### Signal wires by layer, run 1

(2 px per µm) Two of the layers only.
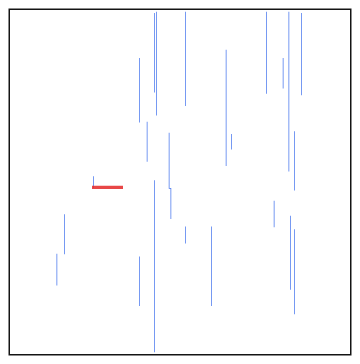
### I/O nets highlighted, run 1

(3 px per µm)
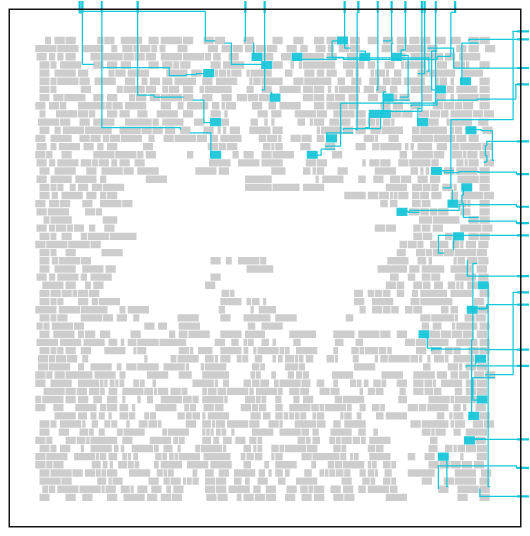
### M3 wires, run 1

(1.5 px per µm) Cells faint in the background.
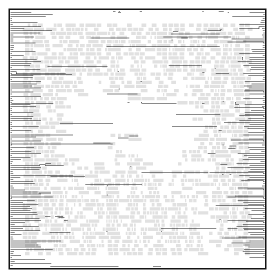
### config.mk
export PLATFORM = sky130hd
export DESIGN_NAME = id_ex_stage_flat
export DESIGN_NICKNAME = d
export VERILOG_FILES = /design/src/rtl/cpu_pkg.sv /design/src/rtl/id_ex_stage_if.sv /design/src/rtl/id_ex_stage_hazard_fwd_unit.sv /design/src/rtl/id_ex_stage.sv /design/src/flat_wrapper.sv
export SDC_FILE = /design/constraint.sdc
export NUM_CORES = 1
export LEC_CHECK = 0
export CORE_AREA = 8 8 162 164
export DETAILED_ROUTE_END_ITERATION = 7
export DIE_AREA = 0 0 170 172
export PLACE_DENSITY = 0.73
export SYNTH_ARGS = -nofsm -noshare
export SYNTH_HDL_FRONTEND = slang
export SYNTH_SLANG_ARGS = --single-unit
### constraint.sdc
create_clock -name clk -period 3.9 [get_ports clk]
set_input_delay 1.17 -clock clk [delete_from_list [all_inputs] [get_ports clk]]
set_output_delay 1.17 -clock clk [all_outputs]
set_load 0.005 [all_outputs]
### src/rtl/cpu_pkg.sv
// Shared core definitions: forwarding selects, control-bundle layout and the
// architectural zero register.
package cpu_pkg;

  localparam int unsigned CWidth = 8;

  // Bit offsets inside the opaque EX/MEM/WB control bundle
  localparam int unsigned CTRL_ALU_OP_LSB = 0;
  localparam int unsigned CTRL_ALU_OP_W   = 4;
  localparam int unsigned CTRL_BRANCH     = 4;
  localparam int unsigned CTRL_JUMP       = 5;
  localparam int unsigned CTRL_MEM_WRITE  = 6;
  localparam int unsigned CTRL_WB_PC      = 7;

  localparam logic [4:0] REG_ZERO = 5'd0;

  typedef enum logic [1:0] {
    FWD_RF  = 2'd0,
    FWD_EX  = 2'd1,
    FWD_MEM = 2'd2
  } fwd_sel_t;

endpackage

### src/rtl/id_ex_stage_if.sv
// ID/EX boundary bundle: ID inputs, in-flight writer info, EX register outputs
// and event counters. master = surrounding pipeline, slave = id_ex_stage.
interface id_ex_stage_if #(
  parameter int unsigned AWidth   = 5,
  parameter int unsigned DWidth   = 32,
  parameter int unsigned CWidth   = 8,
  parameter int unsigned CntWidth = 32
);
  logic              id_valid;
  logic [DWidth-1:0] id_pc;
  logic [AWidth-1:0] id_rs1;
  logic [AWidth-1:0] id_rs2;
  logic              id_use_rs1;
  logic              id_use_rs2;
  logic [AWidth-1:0] id_rd;
  logic [DWidth-1:0] id_rd1;
  logic [DWidth-1:0] id_rd2;
  logic [DWidth-1:0] id_imm;
  logic [CWidth-1:0] id_ctrl;
  logic              id_mem_read;
  logic              id_reg_write;

  logic [DWidth-1:0] ex_result;
  logic              mem_valid;
  logic              mem_reg_write;
  logic [AWidth-1:0] mem_rd;
  logic [DWidth-1:0] mem_result;
  logic              ex_flush;

  logic                stall;
  logic                ex_valid;
  logic [DWidth-1:0]   ex_pc;
  logic [DWidth-1:0]   ex_a;
  logic [DWidth-1:0]   ex_b;
  logic [DWidth-1:0]   ex_imm;
  logic [AWidth-1:0]   ex_rd;
  logic [CWidth-1:0]   ex_ctrl;
  logic                ex_mem_read;
  logic                ex_reg_write;
  logic [CntWidth-1:0] stall_cnt;
  logic [CntWidth-1:0] flush_cnt;

  modport master (
    output id_valid, id_pc, id_rs1, id_rs2, id_use_rs1, id_use_rs2, id_rd,
           id_rd1, id_rd2, id_imm, id_ctrl, id_mem_read, id_reg_write,
           ex_result, mem_valid, mem_reg_write, mem_rd, mem_result, ex_flush,
    input  stall, ex_valid, ex_pc, ex_a, ex_b, ex_imm, ex_rd, ex_ctrl,
           ex_mem_read, ex_reg_write, stall_cnt, flush_cnt
  );

  modport slave (
    input  id_valid, id_pc, id_rs1, id_rs2, id_use_rs1, id_use_rs2, id_rd,
           id_rd1, id_rd2, id_imm, id_ctrl, id_mem_read, id_reg_write,
           ex_result, mem_valid, mem_reg_write, mem_rd, mem_result, ex_flush,
    output stall, ex_valid, ex_pc, ex_a, ex_b, ex_imm, ex_rd, ex_ctrl,
           ex_mem_read, ex_reg_write, stall_cnt, flush_cnt
  );
endinterface

### src/rtl/id_ex_stage_hazard_fwd_unit.sv
// Combinational load-use hazard detection and operand forwarding select for
// the instruction sitting in ID.
module hazard_fwd_unit
  import cpu_pkg::*;
#(
  parameter int unsigned AWidth = 5
) (
  input  logic              id_valid,
  input  logic [AWidth-1:0] id_rs1,
  input  logic [AWidth-1:0] id_rs2,
  input  logic              id_use_rs1,
  input  logic              id_use_rs2,
  input  logic              ex_valid,
  input  logic              ex_mem_read,
  input  logic              ex_reg_write,
  input  logic [AWidth-1:0] ex_rd,
  input  logic              mem_valid,
  input  logic              mem_reg_write,
  input  logic [AWidth-1:0] mem_rd,
  output logic              haz,
  output fwd_sel_t          fwd_a,
  output fwd_sel_t          fwd_b
);

  localparam logic [AWidth-1:0] Zero = AWidth'(REG_ZERO);

  logic ex_load_live;
  logic ex_alu_live;
  logic mem_live;

  always_comb begin
    ex_load_live = ex_valid & ex_mem_read & (ex_rd != Zero);
    ex_alu_live  = ex_valid & ex_reg_write & ~ex_mem_read & (ex_rd != Zero);
    mem_live     = mem_valid & mem_reg_write & (mem_rd != Zero);

    haz = id_valid & ex_load_live &
          ((id_use_rs1 & (id_rs1 == ex_rd)) | (id_use_rs2 & (id_rs2 == ex_rd)));

    // EX is the younger writer, so it wins over MEM
    fwd_a = FWD_RF;
    if (id_use_rs1 & ex_alu_live & (ex_rd == id_rs1)) begin
      fwd_a = FWD_EX;
    end else if (mem_live & (mem_rd == id_rs1)) begin
      fwd_a = FWD_MEM;
    end

    fwd_b = FWD_RF;
    if (id_use_rs2 & ex_alu_live & (ex_rd == id_rs2)) begin
      fwd_b = FWD_EX;
    end else if (mem_live & (mem_rd == id_rs2)) begin
      fwd_b = FWD_MEM;
    end
  end

endmodule

### src/rtl/id_ex_stage.sv
// Decode-to-execute pipeline register with operand forwarding, load-use stall,
// flush bubbles and stall/flush event counters.
module id_ex_stage
  import cpu_pkg::*;
#(
  parameter int unsigned AWidth   = 5,
  parameter int unsigned DWidth   = 32,
  parameter int unsigned CWidth   = cpu_pkg::CWidth,
  parameter int unsigned CntWidth = 32
) (
  input logic          clk,
  input logic          rst,
  id_ex_stage_if.slave bus
);

  logic              haz;
  fwd_sel_t          fwd_a;
  fwd_sel_t          fwd_b;
  logic [DWidth-1:0] op_a;
  logic [DWidth-1:0] op_b;

  hazard_fwd_unit #(.AWidth(AWidth)) u_hazard_fwd (
    .id_valid      (bus.id_valid),
    .id_rs1        (bus.id_rs1),
    .id_rs2        (bus.id_rs2),
    .id_use_rs1    (bus.id_use_rs1),
    .id_use_rs2    (bus.id_use_rs2),
    .ex_valid      (bus.ex_valid),
    .ex_mem_read   (bus.ex_mem_read),
    .ex_reg_write  (bus.ex_reg_write),
    .ex_rd         (bus.ex_rd),
    .mem_valid     (bus.mem_valid),
    .mem_reg_write (bus.mem_reg_write),
    .mem_rd        (bus.mem_rd),
    .haz           (haz),
    .fwd_a         (fwd_a),
    .fwd_b         (fwd_b)
  );

  // Forwarding muxes in front of the EX register
  always_comb begin
    op_a = bus.id_rd1;
    case (fwd_a)
      FWD_EX:  op_a = bus.ex_result;
      FWD_MEM: op_a = bus.mem_result;
      default: op_a = bus.id_rd1;
    endcase

    op_b = bus.id_rd2;
    case (fwd_b)
      FWD_EX:  op_b = bus.ex_result;
      FWD_MEM: op_b = bus.mem_result;
      default: op_b = bus.id_rd2;
    endcase
  end

  // A taken branch squashes the stalled instruction, so no stall is requested
  assign bus.stall = haz & ~bus.ex_flush;

  always_ff @(posedge clk) begin
    if (rst || bus.ex_flush || haz) begin
      bus.ex_valid     <= 1'b0;
      bus.ex_pc        <= '0;
      bus.ex_a         <= '0;
      bus.ex_b         <= '0;
      bus.ex_imm       <= '0;
      bus.ex_rd        <= '0;
      bus.ex_ctrl      <= '0;
      bus.ex_mem_read  <= 1'b0;
      bus.ex_reg_write <= 1'b0;
    end else begin
      bus.ex_valid     <= bus.id_valid;
      bus.ex_pc        <= bus.id_pc;
      bus.ex_a         <= op_a;
      bus.ex_b         <= op_b;
      bus.ex_imm       <= bus.id_imm;
      bus.ex_rd        <= bus.id_valid ? bus.id_rd : {AWidth{1'b0}};
      bus.ex_ctrl      <= bus.id_valid ? bus.id_ctrl : {CWidth{1'b0}};
      bus.ex_mem_read  <= bus.id_valid & bus.id_mem_read;
      bus.ex_reg_write <= bus.id_valid & bus.id_reg_write;
    end
  end

  // Event counters wrap naturally at 2^CntWidth
  always_ff @(posedge clk) begin
    if (rst) begin
      bus.stall_cnt <= '0;
      bus.flush_cnt <= '0;
    end else begin
      if (bus.stall) begin
        bus.stall_cnt <= bus.stall_cnt + CntWidth'(1);
      end
      if (bus.ex_flush) begin
        bus.flush_cnt <= bus.flush_cnt + CntWidth'(1);
      end
    end
  end

endmodule

### src/flat_wrapper.sv
// flat-port wrapper written by rule: the top's interface ports become plain ports
module id_ex_stage_flat import cpu_pkg::*;
#(
  parameter int unsigned AWidth   = 5,
  parameter int unsigned DWidth   = 32,
  parameter int unsigned CWidth   = cpu_pkg::CWidth,
  parameter int unsigned CntWidth = 32
)
  (clk, rst, bus_id_valid, bus_id_pc, bus_id_rs1, bus_id_rs2, bus_id_use_rs1, bus_id_use_rs2, bus_id_rd, bus_id_rd1, bus_id_rd2, bus_id_imm, bus_id_ctrl, bus_id_mem_read, bus_id_reg_write, bus_ex_result, bus_mem_valid, bus_mem_reg_write, bus_mem_rd, bus_mem_result, bus_ex_flush, bus_stall, bus_ex_valid, bus_ex_pc, bus_ex_a, bus_ex_b, bus_ex_imm, bus_ex_rd, bus_ex_ctrl, bus_ex_mem_read, bus_ex_reg_write, bus_stall_cnt, bus_flush_cnt);
  id_ex_stage_if #(.AWidth(AWidth), .DWidth(DWidth), .CWidth(CWidth), .CntWidth(CntWidth)) bus_i ();
  input logic clk;
  input logic rst;
  input wire logic [$bits(bus_i.id_valid)-1:0] bus_id_valid;
  input wire logic [$bits(bus_i.id_pc)-1:0] bus_id_pc;
  input wire logic [$bits(bus_i.id_rs1)-1:0] bus_id_rs1;
  input wire logic [$bits(bus_i.id_rs2)-1:0] bus_id_rs2;
  input wire logic [$bits(bus_i.id_use_rs1)-1:0] bus_id_use_rs1;
  input wire logic [$bits(bus_i.id_use_rs2)-1:0] bus_id_use_rs2;
  input wire logic [$bits(bus_i.id_rd)-1:0] bus_id_rd;
  input wire logic [$bits(bus_i.id_rd1)-1:0] bus_id_rd1;
  input wire logic [$bits(bus_i.id_rd2)-1:0] bus_id_rd2;
  input wire logic [$bits(bus_i.id_imm)-1:0] bus_id_imm;
  input wire logic [$bits(bus_i.id_ctrl)-1:0] bus_id_ctrl;
  input wire logic [$bits(bus_i.id_mem_read)-1:0] bus_id_mem_read;
  input wire logic [$bits(bus_i.id_reg_write)-1:0] bus_id_reg_write;
  input wire logic [$bits(bus_i.ex_result)-1:0] bus_ex_result;
  input wire logic [$bits(bus_i.mem_valid)-1:0] bus_mem_valid;
  input wire logic [$bits(bus_i.mem_reg_write)-1:0] bus_mem_reg_write;
  input wire logic [$bits(bus_i.mem_rd)-1:0] bus_mem_rd;
  input wire logic [$bits(bus_i.mem_result)-1:0] bus_mem_result;
  input wire logic [$bits(bus_i.ex_flush)-1:0] bus_ex_flush;
  output wire logic [$bits(bus_i.stall)-1:0] bus_stall;
  output wire logic [$bits(bus_i.ex_valid)-1:0] bus_ex_valid;
  output wire logic [$bits(bus_i.ex_pc)-1:0] bus_ex_pc;
  output wire logic [$bits(bus_i.ex_a)-1:0] bus_ex_a;
  output wire logic [$bits(bus_i.ex_b)-1:0] bus_ex_b;
  output wire logic [$bits(bus_i.ex_imm)-1:0] bus_ex_imm;
  output wire logic [$bits(bus_i.ex_rd)-1:0] bus_ex_rd;
  output wire logic [$bits(bus_i.ex_ctrl)-1:0] bus_ex_ctrl;
  output wire logic [$bits(bus_i.ex_mem_read)-1:0] bus_ex_mem_read;
  output wire logic [$bits(bus_i.ex_reg_write)-1:0] bus_ex_reg_write;
  output wire logic [$bits(bus_i.stall_cnt)-1:0] bus_stall_cnt;
  output wire logic [$bits(bus_i.flush_cnt)-1:0] bus_flush_cnt;
  assign bus_i.id_valid = bus_id_valid;
  assign bus_i.id_pc = bus_id_pc;
  assign bus_i.id_rs1 = bus_id_rs1;
  assign bus_i.id_rs2 = bus_id_rs2;
  assign bus_i.id_use_rs1 = bus_id_use_rs1;
  assign bus_i.id_use_rs2 = bus_id_use_rs2;
  assign bus_i.id_rd = bus_id_rd;
  assign bus_i.id_rd1 = bus_id_rd1;
  assign bus_i.id_rd2 = bus_id_rd2;
  assign bus_i.id_imm = bus_id_imm;
  assign bus_i.id_ctrl = bus_id_ctrl;
  assign bus_i.id_mem_read = bus_id_mem_read;
  assign bus_i.id_reg_write = bus_id_reg_write;
  assign bus_i.ex_result = bus_ex_result;
  assign bus_i.mem_valid = bus_mem_valid;
  assign bus_i.mem_reg_write = bus_mem_reg_write;
  assign bus_i.mem_rd = bus_mem_rd;
  assign bus_i.mem_result = bus_mem_result;
  assign bus_i.ex_flush = bus_ex_flush;
  assign bus_stall = bus_i.stall;
  assign bus_ex_valid = bus_i.ex_valid;
  assign bus_ex_pc = bus_i.ex_pc;
  assign bus_ex_a = bus_i.ex_a;
  assign bus_ex_b = bus_i.ex_b;
  assign bus_ex_imm = bus_i.ex_imm;
  assign bus_ex_rd = bus_i.ex_rd;
  assign bus_ex_ctrl = bus_i.ex_ctrl;
  assign bus_ex_mem_read = bus_i.ex_mem_read;
  assign bus_ex_reg_write = bus_i.ex_reg_write;
  assign bus_stall_cnt = bus_i.stall_cnt;
  assign bus_flush_cnt = bus_i.flush_cnt;
  id_ex_stage #(.AWidth(AWidth), .DWidth(DWidth), .CWidth(CWidth), .CntWidth(CntWidth)) u_core (.clk(clk), .rst(rst), .bus(bus_i));
endmodule
==> run summary, run 1 <==
CP max FO = 2
RSZ-0062 raised after global routing = no
Critical path class = input port to output pin
Reg2Reg Launch Point = u_core.bus.ex_rd[4]
TritonCTS clock tree = yes
Worst-Margin Slew = 0.917 ns
Cells after Synth = 859
Power density cells = 361 mW/mm²
GRT overflow = 0
CTS Buf Count = 24
Worst Path Buf+Inv = 3
HP Class = flip-flop to flip-flop
Fin Hold WS = 0.493 ns
Adder share = 0.00302
Mean Syn Cell Area = 9.65 µm²
Pint = 3930 µW
Via count of the first global-routing pass = 8247
Post-route antenna net violation count = 0
Vias post-DR = 8148
Flops after synth = 208
Max Clock Skew = 0.0130 ns
P_sw = 1110 µW
Origin of the worst setup path = bus_id_rs1[2]
# IOs = 439
Clk latency late pin = 0.51 ns
Post-synthesis cell type count = 41
Core Box Area = 0.0238 mm²
Top Layout Cells = clkdlybuf4s50_1, dfxtp_1, nor2_1
TNS Setup = 0 ns
CP Data Required Time = 2.73 ns
Largest net degree at the start of global routing = 81
Ys flop type = dfxtp_1
Post-synth area from yosys stat = 0.00829 mm²
Switching Fraction = 0.220
Flop pwr share = 0.438
CP max stage cell = clkdlybuf4s50_1
Final HPWL DP = 25500 µm
Fmax = 267 MHz
Clock Power Share = 0.452
AO/OA Area Share = 0.116
Pins Over Slew Limit = 0
Flip-flops with a built-in enable = 0
Worst slew margin = 0.384
Root Buffer = clkbuf_16
Most numerous logic cell after layout = clkdlybuf4s50_1
RD Place Congestion = 0.870
Layout cells sized above 1 = 0.0671
First-pass detailed-route iteration total = 4
Startpoint Class = input port
Final routed DRC violation total = 0
Max H-tree Level = 1
Total track usage = 0.209
Fin crit share = 0.961
Endpoints failing setup = 0
Seq share, synth = 0.502
Vias per cell = 4.97
Synthesized area = 0.00829 mm²
Main logic family = simple AND/OR/NAND/NOR gates
Critical Path Max Stage Delay = 0.43 ns
Max Root-Sink Buffers = 3
Status = finished clean
Final hold vios = 0
Minimum clock period = 3.75 ns
Family with the most delay on the worst path = buffers and inverters
Total Power = 5040 µW
Worst EP arrival = 2.58 ns
Worst VDD drop = 0.324 mV
Tool warnings = 26
Count of nets after finishing = 1528
Area grow syn2layout = 68.7%
Core Density at Floorplan = 0.348
Yosys cell count = 859
Yosys simple share = 0.216
WL final = 32800 µm
XOR Share, Synth = 0.0486
HP Start = u_core.bus.stall_cnt[5]
Port bufs = 438
Initial DRC Count = 384
Die X = 170 µm
Notes on 'Signal wires by layer' above:
Red stands for M5, wire length 13.8 µm. Blue stands for M4, wire length 795 µm.

Notes on 'I/O nets highlighted' above:
Cyan stands for `bus_id_rd1`, direction input, edge 17 east, 15 north, end cells 32, wire 1580 µm.

Notes on 'M3 wires' above:
The wires run mostly horizontal. The layer carries 3620 µm of wire.

==> run 1: worst paths after layout <==
| kind | to | slack [ns] | cells after the start |
|---|---|---|---|
| hold reg to reg | u_core.bus.stall_cnt[5] | 0.49 | 2 |
| setup / recovery | bus_stall | 0.15 | 7 |
| hold / removal | u_core.bus.stall_cnt[5] | 0.49 | 2 |
| setup reg to reg | u_core.bus.ex_a[4] | 1.33 | 9 |
==> run 1: power by group through the flow <==
stage	clock network, µW	registers, µW	logic [µW]
after floorplan	0	2260	116
after global placement	0	2250	553
after detailed placement	0	2260	557
after CTS	2350	2210	563
after global routing	2430	2210	595
final	2280	2210	555
==> run 1: per-stage QoR <==
stage | instances | worst slack, ns
final | 1638 | 0.151
after detailed placement | 1593 | -0.357
after floorplan | 859 | 0.262
after global routing | 1637 | 0.0602
after global placement | 1593 | -0.359
after CTS | 1636 | 0.000145
==> run 1: synth_stat cells (6+ instances only) <==
master	instances	area (µm²)
a21oi_1	38	190
nor4_1	13	81.3
xnor2_1	28	245
inv_1	11	41.3
mux2i_1	65	651
nand4_1	17	106
and4_1	6	52.6
nand2_1	20	75.1
or4_1	26	195
a211oi_1	64	480
and2_1	68	425
and3_1	20	125
o31ai_1	27	203
buf_2	13	65.1
or3_1	13	81.3
nand3_1	21	105
clkbuf_1	43	161
o21ai_0	10	50.1
nor2_1	95	357
dfxtp_1	208	4160
xor2_1	18	158
nor3_1	7	35.0
==> run 1: worst register-to-register path, stage by stage (launching register included) <==
cell	delay, ns
dfxtp_1	0.53
xor2_1	0.23
nor4_2	0.05
buf_4	0.15
a32oi_4	0.25
buf_4	0.52
o21ai_4	0.14
buf_12	0.18
buf_4	0.23
a211oi_1	0.20
==> run 1: logic make-up (layout without fill, tap and decap cells) <==
group,after synthesis,count (layout)
other,0,2
flip-flops,208,208
multiplexers,65,65
buffers and inverters,71,524
AND-OR/OR-AND,144,144
adder cells (fa/ha/maj),2,2
AND/OR/NAND/NOR,323,323
XOR/XNOR,46,46
==> run 1: final cells by class <==
cell class,instances,area (µm²)
clock buffers,30,684
flip-flops and latches,208,4160
inverters,11,41.3
well taps,324,405
fillers,2101,9830
clock inverters,12,130
diodes,2,5.00
repair buffers,471,4670
multi-input cells,580,3890
==> run 1: registers in the layout, summed over array words and instances (netlist names) <==
| signal | count |
|---|---|
| u_core.bus.stall_cnt | 32 |
| u_core.bus.ex_mem_read | 1 |
| u_core.bus.ex_rd | 5 |
| u_core.bus.ex_b | 32 |
| u_core.bus.ex_valid | 1 |
| u_core.bus.ex_ctrl | 8 |
| u_core.bus.ex_pc | 32 |
| u_core.bus.ex_imm | 32 |
| u_core.bus.flush_cnt | 32 |
| u_core.bus.ex_reg_write | 1 |
| u_core.bus.ex_a | 32 |
==> run 1: layer usage <==
layer	routed length, µm	track usage	part of all wire
met5	13	0	0.00040
met4	794	0.0633	0.024
met3	3620	0.0817	0.11
met2	16200	0.369	0.49
met1	12200	0.229	0.37
==> run 1: what timing repair did <==
action | in CTS | in global routing
resized | 4 | 1
endpoints found under the setup margin | 1 | 1
hold endpoints to repair | 0 | 0
setup buffers | 1 | 0
hold buffers | 0 | 0
pin swaps | 1 | 2
--- run 2 (diff from run 1) ---
ABC_AREA = 0   (was default)
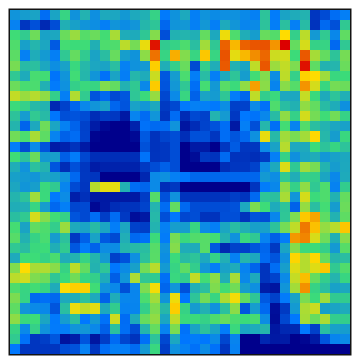
*Signal metal coverage by tile, run 2*
(2 px per µm) 34 x 34 tiles, from dark blue (low) to red (high), scaled to the fullest tile. Values are wire area over tile area, all layers added.
The mean over all tiles is 0.19. 4.1% of the tiles are nearly empty. The densest ninth of the die: north-east. The fullest tile reaches 0.52. The emptiest ninth of the die: center.
total track usage: 0.209
WL final: 32800 µm
vias post-DR: 8148
wire per inst: 20.0 µm

==> run summary, run 2 <==
Worst-path clk slew = 0.06 ns
Top cells by area, synth = dfxtp_1, mux2i_1, a211oi_1
TritonCTS clock tree = yes
Port bufs = 438
Clock sink total = 208
FF-to-FF path depth = 9
Post-route antenna net violation count = 0
CTS Buf Count = 24
RSZ-0062 raised after global routing = no
Pleak = 0.00494 µW
RD Place Congestion = 0.870
HP Class = flip-flop to flip-flop
Commonest cells in the synthesized netlist = dfxtp_1, nor2_1, and2_1
Pint = 3930 µW
Pre-CTS WS = -0.357 ns
Largest net degree at the start of global routing = 81
Post-cts hold-fix buffer tally = 0
Max Clock Skew = 0.0130 ns
Switching Fraction = 0.220
Yosys cell count = 859
Die X = 170 µm
Pins Over Slew Limit = 0
Via count of the first global-routing pass = 8247
Synthesized Nets = 1091
Worst-Margin Slew = 0.917 ns
Worst EP arrival = 2.58 ns
Core Box Area = 0.0238 mm²
Post-synth area from yosys stat = 0.00829 mm²
Post-synth top area share = 0.502
Startpoint Class = input port
Initial antenna violation count = 2
Maxcap violations = 0
Total Power = 5040 µW
Post-route setup slack = 0.151 ns
Die area = 0.0292 mm²
First-pass GRT wire length = 48000 µm
Yosys warning count = 0
Power density cells = 361 mW/mm²
CP Data Required Time = 2.73 ns
Flip-flops with a built-in enable = 0
Worst slew margin = 0.384
Tool warnings = 26
Most numerous logic cell after layout = clkdlybuf4s50_1
Status = finished clean
Flops after synth = 208
Count of nets after finishing = 1528
Flop pwr share = 0.438
Final HPWL DP = 25500 µm
Cells after Synth = 859
Endpoints failing setup = 0
Ys flop type = dfxtp_1
Critical path class = input port to output pin
First-pass detailed-route iteration total = 4
CP max FO = 2
Core Density at Floorplan = 0.348
Vias per cell = 4.97
R2r setup slk = 1.33 ns
Post-synthesis cell type count = 41
Area grow syn2layout = 68.7%
Max H-tree Level = 1
Seq share, synth = 0.502
Top Layout Cells = clkdlybuf4s50_1, dfxtp_1, nor2_1
Crit path to = bus_stall
WL met3 = 3620 µm
Layout cells sized above 1 = 0.0671
Combinational power share = 0.110
Fin crit share = 0.961
Worst VDD drop = 0.324 mV
P_sw = 1110 µW
Clk latency late pin = 0.51 ns
# IOs = 439
Met2 routed WL = 16200 µm
Highest metal used = met5
Final routed DRC violation total = 0
Origin of the worst setup path = bus_id_rs1[2]
Reg2Reg Launch Point = u_core.bus.ex_rd[4]
Count leader, synth = dfxtp_1
Clock Power Share = 0.452
Fmax = 267 MHz
Minimum clock period = 3.75 ns
Metal-1 WL = 12200 µm
GRT overflow = 0
FP Rows = 57
Reg2reg end = u_core.bus.ex_a[4]
Fin Hold WS = 0.493 ns
Final hold vios = 0
Mean Syn Cell Area = 9.65 µm²
Setup crit end kind = output pin
Max Root-Sink Buffers = 3
Asr flop ratio synth = 0
Final Core Density = 0.587
Die Ht = 172 µm
Cell taking the most area after synthesis = dfxtp_1
Synthesized area = 0.00829 mm²
Root Buffer = clkbuf_16
Initial DRC Count = 384
[run 2: metrics by stage]
step / area [µm²] / TNS [ns] / cells
floorplan: 8290 / 0 / 859
global placement: 13200 / -0.359 / 1593
detailed placement: 13200 / -0.357 / 1593
CTS: 14000 / 0 / 1636
global route: 14000 / 0 / 1637
finish: 14000 / 0 / 1638
[run 2: critical path, stage by stage]
cell             delay, ns
clkdlybuf4s50_1       0.43
xor2_1                0.16
nor4_2                0.27
buf_4                 0.16
a32oi_4               0.12
nor2_1                0.11
buf_2                 0.14
[run 2: how the worst min path moves through the flow]
stage	from	slack (ns)	end	depth (start not counted)
after global placement	u_core.bus.stall_cnt[31]	0.46	u_core.bus.stall_cnt[31]	2
after detailed placement	u_core.bus.stall_cnt[31]	0.49	u_core.bus.stall_cnt[31]	2
final	u_core.bus.stall_cnt[5]	0.49	u_core.bus.stall_cnt[5]	2
after floorplan	u_core.bus.stall_cnt[31]	0.47	u_core.bus.stall_cnt[31]	2
after CTS	u_core.bus.stall_cnt[31]	0.49	u_core.bus.stall_cnt[31]	2
after global routing	u_core.bus.stall_cnt[31]	0.52	u_core.bus.stall_cnt[31]	2
[run 2: power groups by stage]
| stage | logic, µW | clock network [µW] | registers (µW) |
|---|---|---|---|
| after CTS | 563 | 2350 | 2210 |
| after global placement | 553 | 0 | 2250 |
| final | 555 | 2280 | 2210 |
| after floorplan | 116 | 0 | 2260 |
| after detailed placement | 557 | 0 | 2260 |
| after global routing | 595 | 2430 | 2210 |
[run 2: area by class of cell]
| cell class | instances | area (µm²) |
|---|---|---|
| Antenna cell | 2 | 5.00 |
| Clock buffer | 30 | 684 |
| Clock inverter | 12 | 130 |
| Fill cell | 2101 | 9830 |
| Inverter | 11 | 41.3 |
| Multi-Input combinational cell | 580 | 3890 |
| Sequential cell | 208 | 4160 |
| Tap cell | 324 | 405 |
| Timing Repair Buffer | 471 | 4670 |
[run 2: kinds of logic after synthesis]
kind of cell,after synthesis,share of synthesized area
fa+ha+maj,2,0.00302
buf+inv,71,0.0359
flops,208,0.502
xor+xnor,46,0.0486
compound gates,144,0.116
simple gates,323,0.216
mux,65,0.0785
[run 2: per-layer routing]
metal / global-route usage / vias to the layer above
li1: - / 3944
met1: 0.229 / 3813
met2: 0.369 / 339
met3: 0.0817 / 50
met4: 0.0633 / 2
met5: 0 / -
[run 2: what timing repair did]
action                                  in CTS  in global routing
pin swaps                                    1                  2
cloned                                       0                  0
gates resized                                4                  1
buffers inserted                             1                  0
endpoints found under the setup margin       1                  1
--- run 3 (diff from run 2) ---
HOLD_SLACK_MARGIN = 0.12   (was default)
TNS_END_PERCENT = 50   (was default)
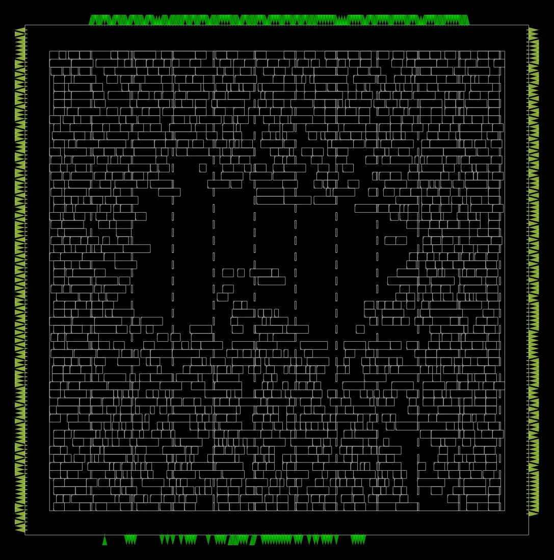
*Cell placement, run 3*
flop share of the area: 0.298
fin cells: 1638
n_taps: 324
FP Rows: 57
seq_cells: 208

==> run summary, run 3 <==
Combinational power share = 0.110
Flop pwr share = 0.438
Worst EP arrival = 2.58 ns
Final routed DRC violation total = 0
Max Root-Sink Buffers = 3
Most numerous logic cell after layout = clkdlybuf4s50_1
Final hold vios = 0
Mean Syn Cell Area = 9.65 µm²
Met1 GRT Util = 0.229
Core Density at Floorplan = 0.348
Reg2reg end = u_core.bus.ex_a[4]
Vias post-DR = 8148
Crit path to = bus_stall
Register area = 0.00416 mm²
Asr flop ratio synth = 0
# IOs = 439
Pint = 3930 µW
Count leader, synth = dfxtp_1
Pins Over Slew Limit = 0
Clock sink total = 208
TritonCTS clock tree = yes
Die X = 170 µm
Fmax = 267 MHz
P_sw = 1110 µW
FF-to-FF path depth = 9
Final HPWL DP = 25500 µm
TNS Setup = 0 ns
Flops after synth = 208
Post-synthesis cell type count = 41
Worst VDD drop = 0.324 mV
Wire per inst = 20.0 µm
First-pass GRT wire length = 48000 µm
Flip-flops with a built-in enable = 0
GR peak layer = met2
Fillcell total = 2101
Worst slew margin = 0.384
Core Box Area = 0.0238 mm²
Maxcap violations = 0
Tool warnings = 26
Layout cells sized above 1 = 0.0671
Die area = 0.0292 mm²
Top Layout Cells = clkdlybuf4s50_1, dfxtp_1, nor2_1
Max H-tree Level = 1
Ys flop type = dfxtp_1
Status = finished clean
Post-synth area from yosys stat = 0.00829 mm²
HP Class = flip-flop to flip-flop
Die Ht = 172 µm
Pleak = 0.00494 µW
Post-route antenna net violation count = 0
GRT overflow = 0
CTS Buf Count = 24
Endpoints failing setup = 0
Vias per cell = 4.97
Reg2Reg Launch Point = u_core.bus.ex_rd[4]
Minimum clock period = 3.75 ns
Count of nets after finishing = 1528
Synthesized Nets = 1091
Startpoint Class = input port
Post-synth top area share = 0.502
Largest net degree at the start of global routing = 81
Via count of the first global-routing pass = 8247
Fin Hold WS = 0.493 ns
Initial antenna violation count = 2
Initial DRC Count = 384
Switching Fraction = 0.220
Area grow syn2layout = 68.7%
CP max FO = 2
Comb area = 0.00389 mm²
RSZ-0062 raised after global routing = no
Synthesized area = 0.00829 mm²
Cell taking the most area after synthesis = dfxtp_1
Setup crit end kind = output pin
Fin crit share = 0.961
Seq share, synth = 0.502
Root Buffer = clkbuf_16
Cells after Synth = 859
Port bufs = 438
Yosys cell count = 859
Total track usage = 0.209
Worst-Margin Slew = 0.917 ns
Commonest cells in the synthesized netlist = dfxtp_1, nor2_1, and2_1
R2r setup slk = 1.33 ns
Critical path class = input port to output pin
First-pass detailed-route iteration total = 4
Clock Power Share = 0.452
Met3 Track Usage GR = 0.0817
CP Data Required Time = 2.73 ns
RD Place Congestion = 0.870
Global routing usage on met2 = 0.369
Top cells by area, synth = dfxtp_1, mux2i_1, a211oi_1
Max Clock Skew = 0.0130 ns
Origin of the worst setup path = bus_id_rs1[2]
Worst-path clk slew = 0.06 ns
Power density cells = 361 mW/mm²
Clk latency late pin = 0.51 ns
Yosys warning count = 0
WL final = 32800 µm
[run 3: power by group through the flow]
stage	Clock [µW]	Combinational, µW	Sequential (µW)
2_1_floorplan	0	116	2260
3_3_place_gp	0	553	2250
3_5_place_dp	0	557	2260
4_1_cts	2350	563	2210
5_1_grt	2430	595	2210
6_report	2280	555	2210
[run 3: worst min path at each step]
stage	startpoint	end	depth (start not counted)
after global placement	u_core.bus.stall_cnt[31]	u_core.bus.stall_cnt[31]	2
final	u_core.bus.stall_cnt[5]	u_core.bus.stall_cnt[5]	2
after detailed placement	u_core.bus.stall_cnt[31]	u_core.bus.stall_cnt[31]	2
after CTS	u_core.bus.stall_cnt[31]	u_core.bus.stall_cnt[31]	2
after global routing	u_core.bus.stall_cnt[31]	u_core.bus.stall_cnt[31]	2
after floorplan	u_core.bus.stall_cnt[31]	u_core.bus.stall_cnt[31]	2
[run 3: layer usage]
layer / vias to the layer above / wire length, µm
met4: 2 / 794
met5: - / 13
li1: 3944 / -
met3: 50 / 3620
met2: 339 / 16200
met1: 3813 / 12200
[run 3: worst max-delay path, cell delays in order]
cell and delay, ns:
clkdlybuf4s50_1 0.43, xor2_1 0.16, nor4_2 0.27, buf_4 0.16, a32oi_4 0.12, nor2_1 0.11
buf_2 0.14
[run 3: cell type report]
type | count | area share
antenna | 2 | 0.000358
multi-input combinational | 580 | 0.278
timing repair buffer | 471 | 0.334
inverter | 11 | 0.00295
tap | 324 | 0.0290
sequential | 208 | 0.298
clock inverter | 12 | 0.00930
clock buffer | 30 | 0.0489
[run 3: metrics by stage]
stage / cells / cell area [µm²] / utilization / setup slack, ns / total power, µW
2_1_floorplan: 859 / 8290 / - / 0.262 / 2380
3_3_place_gp: 1593 / 13200 / 0.553 / -0.359 / 2810
3_5_place_dp: 1593 / 13200 / 0.553 / -0.357 / 2810
4_1_cts: 1636 / 14000 / 0.587 / 0.000145 / 5120
5_1_grt: 1637 / 14000 / 0.587 / 0.0602 / 5240
6_report: 1638 / 14000 / 0.587 / 0.151 / 5040
[run 3: cell families (layout without fill, tap and decap cells)]
| logic type | after synthesis | after routing | share of synthesized area |
|---|---|---|---|
| compound gates | 144 | 144 | 0.116 |
| xor+xnor | 46 | 46 | 0.0486 |
| fa+ha+maj | 2 | 2 | 0.00302 |
| buf+inv | 71 | 524 | 0.0359 |
| flops | 208 | 208 | 0.502 |
| mux | 65 | 65 | 0.0785 |
| other cells | 0 | 2 | 0 |
| simple gates | 323 | 323 | 0.216 |
[run 3: repair_timing]
action / 4_1_cts / 5_1_grt
gates resized: 4 / 1
hold buffers: 0 / 0
setup endpoints to repair: 1 / 1
pin swaps: 1 / 2
hold endpoints to repair: 0 / 0
buffers inserted: 1 / 0
Power and IR drop assume default switching activity.
